File: src/rtl/maze_pkg.sv
// -----------------------------------------------------------------------------
// maze_pkg
//   Shared types and constants for the maze_walker player/position engine.
//   - state_e      : sensing sequencer + idle/win states
//   - DIR_*        : index of each direction in btn_i and in the walls vector
//                    (btn = {right,left,down,up}, walls = {right,left,bottom,top})
//   - QV_*         : encodings of the q_vert_o query field
//   - next_sense() : successor of a sensing state (S_RIGHT is handled by caller)
// -----------------------------------------------------------------------------
package maze_pkg;

  typedef enum logic [2:0] {
    S_TOP   = 3'd0,
    S_BOT   = 3'd1,
    S_LEFT  = 3'd2,
    S_RIGHT = 3'd3,
    READY   = 3'd4,
    WIN     = 3'd5
  } state_e;

  // The same index addresses a button and the wall blocking that direction.
  localparam logic [1:0] DIR_UP    = 2'd0;
  localparam logic [1:0] DIR_DOWN  = 2'd1;
  localparam logic [1:0] DIR_LEFT  = 2'd2;
  localparam logic [1:0] DIR_RIGHT = 2'd3;

  // q_vert_o: 0 = horizontal edge at top of cell, 1 = vertical edge at left.
  localparam logic QV_HORIZ = 1'b0;
  localparam logic QV_VERT  = 1'b1;

  localparam logic [3:0] WALLS_ALL = 4'b1111;

  function automatic state_e next_sense(input state_e s);
    state_e n;
    n = S_TOP;
    case (s)
      S_TOP:   n = S_BOT;
      S_BOT:   n = S_LEFT;
      S_LEFT:  n = S_RIGHT;
      default: n = S_TOP;
    endcase
    return n;
  endfunction

endpackage

File: src/rtl/maze_wall_sense.sv
// -----------------------------------------------------------------------------
// maze_wall_sense
//   Owns the engine state machine: walks the four edges of the current cell
//   (top, bottom, left, right) over the req/ack query port, collects the
//   answers in a shadow register, then publishes all four bits at once.
//   Edges on the grid border are forced to "wall" without issuing a query.
//
//   Query handshake: q_req_o is valid while the sequencer sits in a sensing
//   state on a non-border edge; the address is constant for as long as
//   q_req_o is held. A transfer happens on any cycle with q_req_o && q_ack_i,
//   at which point q_wall_i is captured and the sequencer advances. q_ack_i
//   seen while q_req_o is low has no effect.
//
// Ports
//   clk, rst_n          clock, synchronous active-low reset
//   pos_x_i, pos_y_i    current player cell (stable while sensing)
//   start_i             accepted move in READY: restart sensing
//   goal_i              current cell is the goal (used when sensing ends)
//   q_ack_i, q_wall_i   query response
//   q_req_o, q_x_o,
//   q_y_o, q_vert_o     query request and edge address
//   walls_o             {right,left,bottom,top}, 1 = blocked
//   state_o             current state (debug / ready+win decode)
// -----------------------------------------------------------------------------
module maze_wall_sense
  import maze_pkg::*;
#(
  parameter int COORD_W = 4,
  parameter int MAX_X   = 15,
  parameter int MAX_Y   = 15
) (
  input  logic               clk,
  input  logic               rst_n,
  input  logic [COORD_W-1:0] pos_x_i,
  input  logic [COORD_W-1:0] pos_y_i,
  input  logic               start_i,
  input  logic               goal_i,
  input  logic               q_ack_i,
  input  logic               q_wall_i,
  output logic               q_req_o,
  output logic [COORD_W-1:0] q_x_o,
  output logic [COORD_W-1:0] q_y_o,
  output logic               q_vert_o,
  output logic [3:0]         walls_o,
  output state_e             state_o
);

  localparam logic [COORD_W-1:0] MAX_X_C = COORD_W'(MAX_X);
  localparam logic [COORD_W-1:0] MAX_Y_C = COORD_W'(MAX_Y);

  state_e     state_q, state_d;
  logic [3:0] shadow_q, shadow_d;
  logic [3:0] walls_q, walls_d;

  logic       at_top, at_bot, at_left, at_right;
  logic       sensing, forced, adv, bit_val;
  logic [1:0] bit_idx;

  assign at_top   = (pos_y_i == '0);
  assign at_bot   = (pos_y_i == MAX_Y_C);
  assign at_left  = (pos_x_i == '0);
  assign at_right = (pos_x_i == MAX_X_C);

  always_ff @(posedge clk) begin
    if (!rst_n) begin
      state_q  <= S_TOP;
      shadow_q <= '0;
      walls_q  <= WALLS_ALL;
    end else begin
      state_q  <= state_d;
      shadow_q <= shadow_d;
      walls_q  <= walls_d;
    end
  end

  always_comb begin
    state_d  = state_q;
    shadow_d = shadow_q;
    walls_d  = walls_q;
    q_req_o  = 1'b0;
    q_x_o    = pos_x_i;
    q_y_o    = pos_y_i;
    q_vert_o = QV_HORIZ;
    sensing  = 1'b0;
    forced   = 1'b0;
    bit_idx  = DIR_UP;
    adv      = 1'b0;
    bit_val  = 1'b0;

    // Each sensing state names one edge of the cell; the neighbouring cell's
    // top/left edge is used for our bottom/right edge.
    case (state_q)
      S_TOP: begin
        sensing = 1'b1;
        forced  = at_top;
        bit_idx = DIR_UP;
      end
      S_BOT: begin
        sensing = 1'b1;
        forced  = at_bot;
        bit_idx = DIR_DOWN;
        q_y_o   = pos_y_i + 1'b1;
      end
      S_LEFT: begin
        sensing  = 1'b1;
        forced   = at_left;
        bit_idx  = DIR_LEFT;
        q_vert_o = QV_VERT;
      end
      S_RIGHT: begin
        sensing  = 1'b1;
        forced   = at_right;
        bit_idx  = DIR_RIGHT;
        q_x_o    = pos_x_i + 1'b1;
        q_vert_o = QV_VERT;
      end
      READY: begin
        if (start_i) begin
          walls_d = WALLS_ALL;
          state_d = S_TOP;
        end
      end
      WIN: begin
        // Terminal until reset.
      end
      default: state_d = S_TOP;
    endcase

    // Border edges never leave the grid, so they are walls by construction
    // and cost one cycle without touching the query port.
    if (sensing) begin
      if (forced) begin
        adv     = 1'b1;
        bit_val = 1'b1;
      end else begin
        q_req_o = 1'b1;
        adv     = q_ack_i;
        bit_val = q_wall_i;
      end
    end

    if (adv) begin
      shadow_d[bit_idx] = bit_val;
      if (state_q == S_RIGHT) begin
        // Publish all four edges together so the move logic never sees a
        // half-updated wall set.
        walls_d = shadow_d;
        state_d = goal_i ? WIN : READY;
      end else begin
        state_d = next_sense(state_q);
      end
    end
  end

  assign walls_o = walls_q;
  assign state_o = state_q;

endmodule

File: src/rtl/maze_walker.sv
// -----------------------------------------------------------------------------
// maze_walker
//   Player/position engine for grid-maze games. Holds the player cell, takes
//   one move per button press (priority up > down > left > right, blocked
//   choice is simply ignored), re-senses the surrounding walls after every
//   move through maze_wall_sense, and latches a win on the goal cell.
//
//   Optional build macro: MAZE_MOVE_COUNT_EN adds the moves_o port and a
//   saturating accepted-move counter. Without it the port and counter are
//   absent and everything else is unchanged.
//
// Ports
//   clk, rst_n          clock, synchronous active-low reset
//   btn_i[3:0]          {right,left,down,up}, debounced levels
//   q_req_o, q_x_o,
//   q_y_o, q_vert_o     wall query request/address (see maze_wall_sense)
//   q_ack_i, q_wall_i   wall query response
//   pos_x_o, pos_y_o    current cell
//   walls_o[3:0]        {right,left,bottom,top}, 1 = blocked
//   ready_o             accepting moves
//   win_o               goal reached (held until reset)
//   moves_o             accepted-move count (MAZE_MOVE_COUNT_EN only)
// -----------------------------------------------------------------------------
module maze_walker
  import maze_pkg::*;
#(
  parameter int COORD_W = 4,
  parameter int MAX_X   = 15,
  parameter int MAX_Y   = 15,
  parameter int START_X = 0,
  parameter int START_Y = 0,
  parameter int GOAL_X  = 9,
  parameter int GOAL_Y  = 9,
  parameter int CNT_W   = 10
) (
  input  logic               clk,
  input  logic               rst_n,
  input  logic [3:0]         btn_i,
  output logic               q_req_o,
  output logic [COORD_W-1:0] q_x_o,
  output logic [COORD_W-1:0] q_y_o,
  output logic               q_vert_o,
  input  logic               q_ack_i,
  input  logic               q_wall_i,
  output logic [COORD_W-1:0] pos_x_o,
  output logic [COORD_W-1:0] pos_y_o,
  output logic [3:0]         walls_o,
  output logic               ready_o,
  output logic               win_o
`ifdef MAZE_MOVE_COUNT_EN
  ,
  output logic [CNT_W-1:0]   moves_o
`endif
);

  localparam logic [COORD_W-1:0] START_X_C = COORD_W'(START_X);
  localparam logic [COORD_W-1:0] START_Y_C = COORD_W'(START_Y);
  localparam logic [COORD_W-1:0] GOAL_X_C  = COORD_W'(GOAL_X);
  localparam logic [COORD_W-1:0] GOAL_Y_C  = COORD_W'(GOAL_Y);

  logic [COORD_W-1:0] pos_x_q, pos_x_d;
  logic [COORD_W-1:0] pos_y_q, pos_y_d;
  logic               held_q;
  logic               press;
  logic [1:0]         dir;
  logic               move_ok;
  logic               goal_hit;
  logic [3:0]         walls;
  state_e             state;

  // A press is the rising edge of "any button down". held_q keeps tracking
  // during sensing, so a button held through a move never fires twice.
  always_ff @(posedge clk) begin
    if (!rst_n) begin
      held_q  <= 1'b0;
      pos_x_q <= START_X_C;
      pos_y_q <= START_Y_C;
    end else begin
      held_q  <= |btn_i;
      pos_x_q <= pos_x_d;
      pos_y_q <= pos_y_d;
    end
  end

  always_comb begin
    press = (|btn_i) && !held_q;

    // Only the highest-priority pressed direction is considered; if it is
    // walled off, lower-priority buttons in the same press are not tried.
    if (btn_i[DIR_UP])        dir = DIR_UP;
    else if (btn_i[DIR_DOWN]) dir = DIR_DOWN;
    else if (btn_i[DIR_LEFT]) dir = DIR_LEFT;
    else                      dir = DIR_RIGHT;

    move_ok = (state == READY) && press && !walls[dir];

    pos_x_d = pos_x_q;
    pos_y_d = pos_y_q;
    if (move_ok) begin
      case (dir)
        DIR_UP:   pos_y_d = pos_y_q - 1'b1;
        DIR_DOWN: pos_y_d = pos_y_q + 1'b1;
        DIR_LEFT: pos_x_d = pos_x_q - 1'b1;
        default:  pos_x_d = pos_x_q + 1'b1;
      endcase
    end
  end

  assign goal_hit = (pos_x_q == GOAL_X_C) && (pos_y_q == GOAL_Y_C);

  maze_wall_sense #(
    .COORD_W (COORD_W),
    .MAX_X   (MAX_X),
    .MAX_Y   (MAX_Y)
  ) u_sense (
    .clk      (clk),
    .rst_n    (rst_n),
    .pos_x_i  (pos_x_q),
    .pos_y_i  (pos_y_q),
    .start_i  (move_ok),
    .goal_i   (goal_hit),
    .q_ack_i  (q_ack_i),
    .q_wall_i (q_wall_i),
    .q_req_o  (q_req_o),
    .q_x_o    (q_x_o),
    .q_y_o    (q_y_o),
    .q_vert_o (q_vert_o),
    .walls_o  (walls),
    .state_o  (state)
  );

  assign pos_x_o = pos_x_q;
  assign pos_y_o = pos_y_q;
  assign walls_o = walls;
  assign ready_o = (state == READY);
  // WIN is only left through reset, so the state itself is the latch.
  assign win_o   = (state == WIN);

`ifdef MAZE_MOVE_COUNT_EN
  logic [CNT_W-1:0] moves_q, moves_d;

  always_comb begin
    moves_d = moves_q;
    if (move_ok && !(&moves_q)) begin
      moves_d = moves_q + 1'b1;
    end
  end

  always_ff @(posedge clk) begin
    if (!rst_n) begin
      moves_q <= '0;
    end else begin
      moves_q <= moves_d;
    end
  end

  assign moves_o = moves_q;
`endif

endmodule

File: config.mk
export PLATFORM = sky130hd
export DESIGN_NAME = maze_walker
export DESIGN_NICKNAME = d
export VERILOG_FILES = /design/src/rtl/maze_pkg.sv /design/src/rtl/maze_wall_sense.sv /design/src/rtl/maze_walker.sv
export SDC_FILE = /design/constraint.sdc
export NUM_CORES = 1
export LEC_CHECK = 0
export ABC_AREA = 1
export CORE_MARGIN = 4
export CORE_UTILIZATION = 35
export DETAILED_ROUTE_END_ITERATION = 8
export GPL_ROUTABILITY_DRIVEN = 1
export PLACE_DENSITY = 0.6
export SLEW_MARGIN = 40
export SYNTH_ARGS = -nofsm -noshare
export SYNTH_HDL_FRONTEND = slang
export SYNTH_SLANG_ARGS = --single-unit
File: constraint.sdc
create_clock -name clk -period 3.2 [get_ports clk]
set_input_delay 0.64 -clock clk [delete_from_list [all_inputs] [get_ports clk]]
set_output_delay 0.64 -clock clk [all_outputs]
set_load 0.02 [all_outputs]
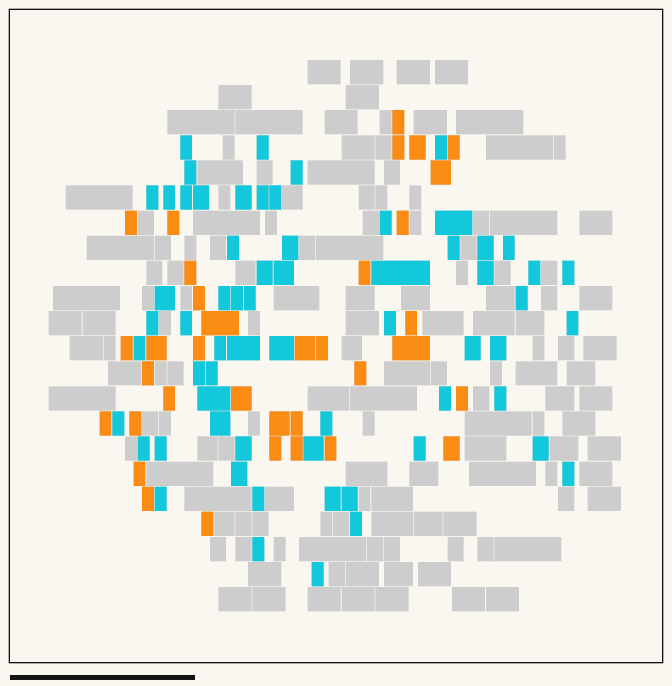
Figure 1: gate families picked out.
Scale bar: 20 um.
NAND gates -> cyan  # cells 63
NOR gates -> orange  # cells 35

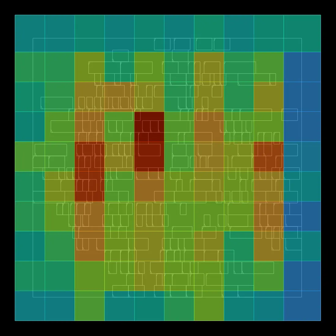
Figure 2: routing congestion.
routing layer with the top usage in global route: met2
final core occ: 47.6%
global-route track usage on met2: 23.8%
GRT Resource Usage Total: 14.4%

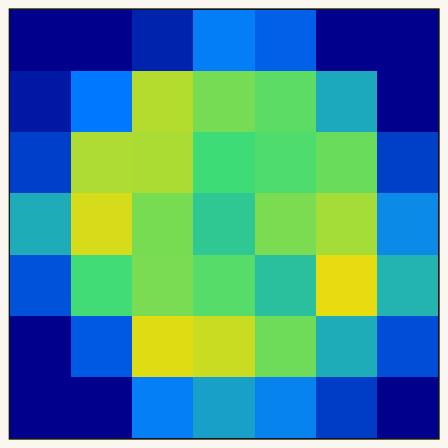
Figure 3: cell area per tile.
7 x 7 tiles, from dark blue (low) to red (high), 0 to 100% covered.
mean over tiles = 34%
fullest tile = 72%
densest ninth of the die = middle
nearly empty tiles = 18%
Placeable Area: 0.00372 mm2
core utilization at floorplan: 37.0%

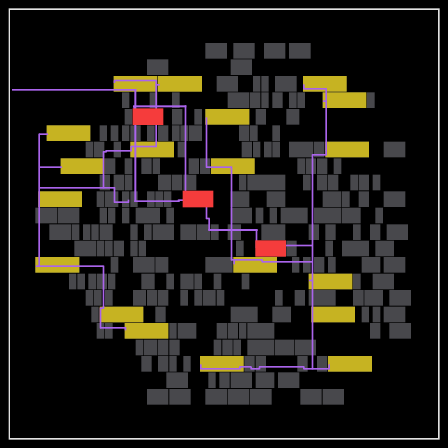
Figure 4: clock distribution.
flip-flops -> yellow  # count 19
clock drivers -> red  # count 3
clock wires -> purple  # length 321 um
routed clock nets = 4

==> notes.md <==
fresh numbers from the pnr run: cell depth of the worst min-delay path 2, Tool Warnings 32, fraction of final layout cells with drive strength greater than 1 under 10%, global route total overflow 0, Max Clock Skew 0.00687 ns, net switching power figure a little under 0.0004 W, setup repair after global routing missed its margin false, deepest clock path buffer count 2, number of nets at the end of the flow between 200 and 300, slew at the pin with the worst max-slew slack between 0.4 and 0.5 ns, run status complete, no violations, number of standard cells reported by yosys just over 200, path class of the lowest-slack min-delay path reg -> reg, internal power approximately 0.00052 W, YS warnings 0, number of max-capacitance violations reported 0, cells after synthesis between 200 and 250, # IOs 32, main area contributors dfxtp_1 (28%), nand2_1 (11%), ha_1 (7.3%), post-synth tally of flip-flops with integrated enable 0, Critical Path Fanout Max 7, CTS tree yes, destination of the worst register-to-register timing path u_sense.shadow_q[1], library cell occupying the most area in the post-synthesis netlist dfxtp_1, DRC violation count after routing 0, clk ins delay skew pair between 0.2 and 0.3 ns, Detail Placement HPWL roughly 2.7 mm, area of the die approximately 0.005 mm2, crit path launch pos_x_o[0], register area 380 um2, Post-CTS Resized 0, proportion of register bits with asynchronous set or reset after synthesis 0%, Worst slew margin roughly 67%, post-layout minimum cycle time about 2.8 ns, antenna violations before repair 0, Synth Net Count between 200 and 250, pin count of the biggest net entering global routing 13, FP Rows 22, post-synthesis average cell area about 6.7 um2, number of hold violations in the final report 0, number of failing setup endpoints in the final timing report 0, weighted congestion at the end of routability-driven global placement 0.831, Critical Path Sink q_req_o, drt via density about 4.7, cts hold-fix bufs 0, critical path data required time ~2.6 ns, critical path data arrival time ~2.1 ns, Layout area overhead 28.7%, total iterations of the first detailed-routing run 4, sink count of the clock tree 19, distinct cell type count of the synthesized netlist 29, VDD IR-drop max around 340 uV, hold_sp u_sense.shadow_q[0], worst r2r path cells 10, I/O Buffers 31, CTS H-tree depth 1, beginning of the worst register-to-register path pos_y_o[0], Post-CTS Repair Setup Buffers 0, startpoint type of the worst setup path register, period utilisation layout a little under nine tenths, per-cell routed wire length roughly 12 um, fillers 403, library cell with the highest instance count after synthesis nand2_1, switching power share of the total 43.0%, total standard cell area after synthesis ~0.0014 mm2, number of inserted diodes 0, leading post-synthesis cells by instance count nand2_1 (41), nor2_1 (26), inv_1 (24), dfxtp_1 (19), o21ai_0 (17), area occupied by multi-input gates 860 um2
worst max-delay path, stage by stage (launching register included):
cell	delay [ns]
dfxtp_1	0.46
inv_1	0.13
ha_1	0.22
nand2_1	0.07
nor2_1	0.05
nor2_2	0.13
nand2_1	0.09
nor2_1	0.10
clkdlybuf4s50_1	0.61
layout by cell type (no fill, tap or decap):
master,netlist,layout
clkbuf_1,0,1
and3_1,1,1
xor2_1,9,9
inv_2,2,2
a21oi_1,11,11
ha_1,8,8
dfxtp_1,19,19
nor2_1,26,26
inv_1,24,24
o21ai_0,17,17
clkbuf_8,0,3
nor2_2,5,5
nand2_1,41,41
nor3_1,2,2
nand3_4,1,1
nand3b_1,1,1
nand3_2,2,2
or2_2,1,1
nand4_1,2,2
o22ai_1,2,2
nand2_2,2,2
nand3_1,13,13
inv_4,1,1
o21ai_1,5,5
clkdlybuf4s50_1,0,31
clkinv_4,1,1
xnor2_1,1,1
mux2i_1,2,2
nand2_4,1,1
nor2_4,2,2
cell families (layout without fill, tap and decap cells):
group	Yosys count	count (layout)	synth area share, %
compound gates	35	35	12.9
xor+xnor	10	10	6.38
fa+ha+maj	8	8	7.29
buf+inv	31	63	9.75
flops	19	19	27.7
mux	2	2	1.46
simple gates	100	100	34.5
stage by stage:
| stage | total power (W) | utilization (%) | hold slack (ns) | std cells | instance area [um2] |
|---|---|---|---|---|---|
| 6_report | 0.000918 | 47.6 | 0.465 | 285 | 1770 |
| 5_1_grt | 0.000990 | 47.6 | 0.476 | 285 | 1770 |
| 4_1_cts | 0.000925 | 47.6 | 0.466 | 285 | 1770 |
| 3_5_place_dp | 0.000746 | 46.4 | 0.454 | 281 | 1720 |
| 3_3_place_gp | 0.000747 | 46.4 | 0.451 | 281 | 1720 |
| 2_1_floorplan | 0.000611 | - | 0.441 | 205 | 1370 |
worst min path at each step:
| stage | endpoint | slack, ns |
|---|---|---|
| after floorplan | u_sense.shadow_q[0] | 0.44 |
| after global placement | u_sense.shadow_q[0] | 0.45 |
| after detailed placement | u_sense.shadow_q[0] | 0.45 |
| after CTS | u_sense.shadow_q[0] | 0.47 |
| after global routing | u_sense.shadow_q[0] | 0.48 |
| final | u_sense.shadow_q[0] | 0.46 |
flip-flops by register name, indices dropped and copies added (netlist names):
| register | cells |
|---|---|
| held_q | 1 |
| pos_x_o | 4 |
| pos_y_o | 4 |
| u_sense.shadow_q | 3 |
| u_sense.state_o | 3 |
| u_sense.walls_o | 4 |
power groups by stage:
stage / clock network (W) / registers, W / logic, W
detailed placement: 0 / 0.000309 / 0.000438
global route: 0.000188 / 0.000310 / 0.000492
floorplan: 0 / 0.000311 / 0.000301
global placement: 0 / 0.000308 / 0.000439
finish: 0.000176 / 0.000303 / 0.000439
CTS: 0.000182 / 0.000303 / 0.000440
area by class of cell:
type / count / share of cell area (%)
Timing Repair Buffer: 31 / 17.6
Sequential cell: 19 / 21.5
Tap cell: 48 / 3.40
Inverter: 28 / 6.37
Multi-Input combinational cell: 155 / 48.6
Clock buffer: 4 / 2.55
metal layers:
layer / track usage (%) / routed length, um
met5: 0 / 0
met4: 4.38 / 55
met3: 3.27 / 119
met2: 23.8 / 1520
met1: 18.8 / 1740
No activity file was given, so power comes from the tool's default toggle rates.
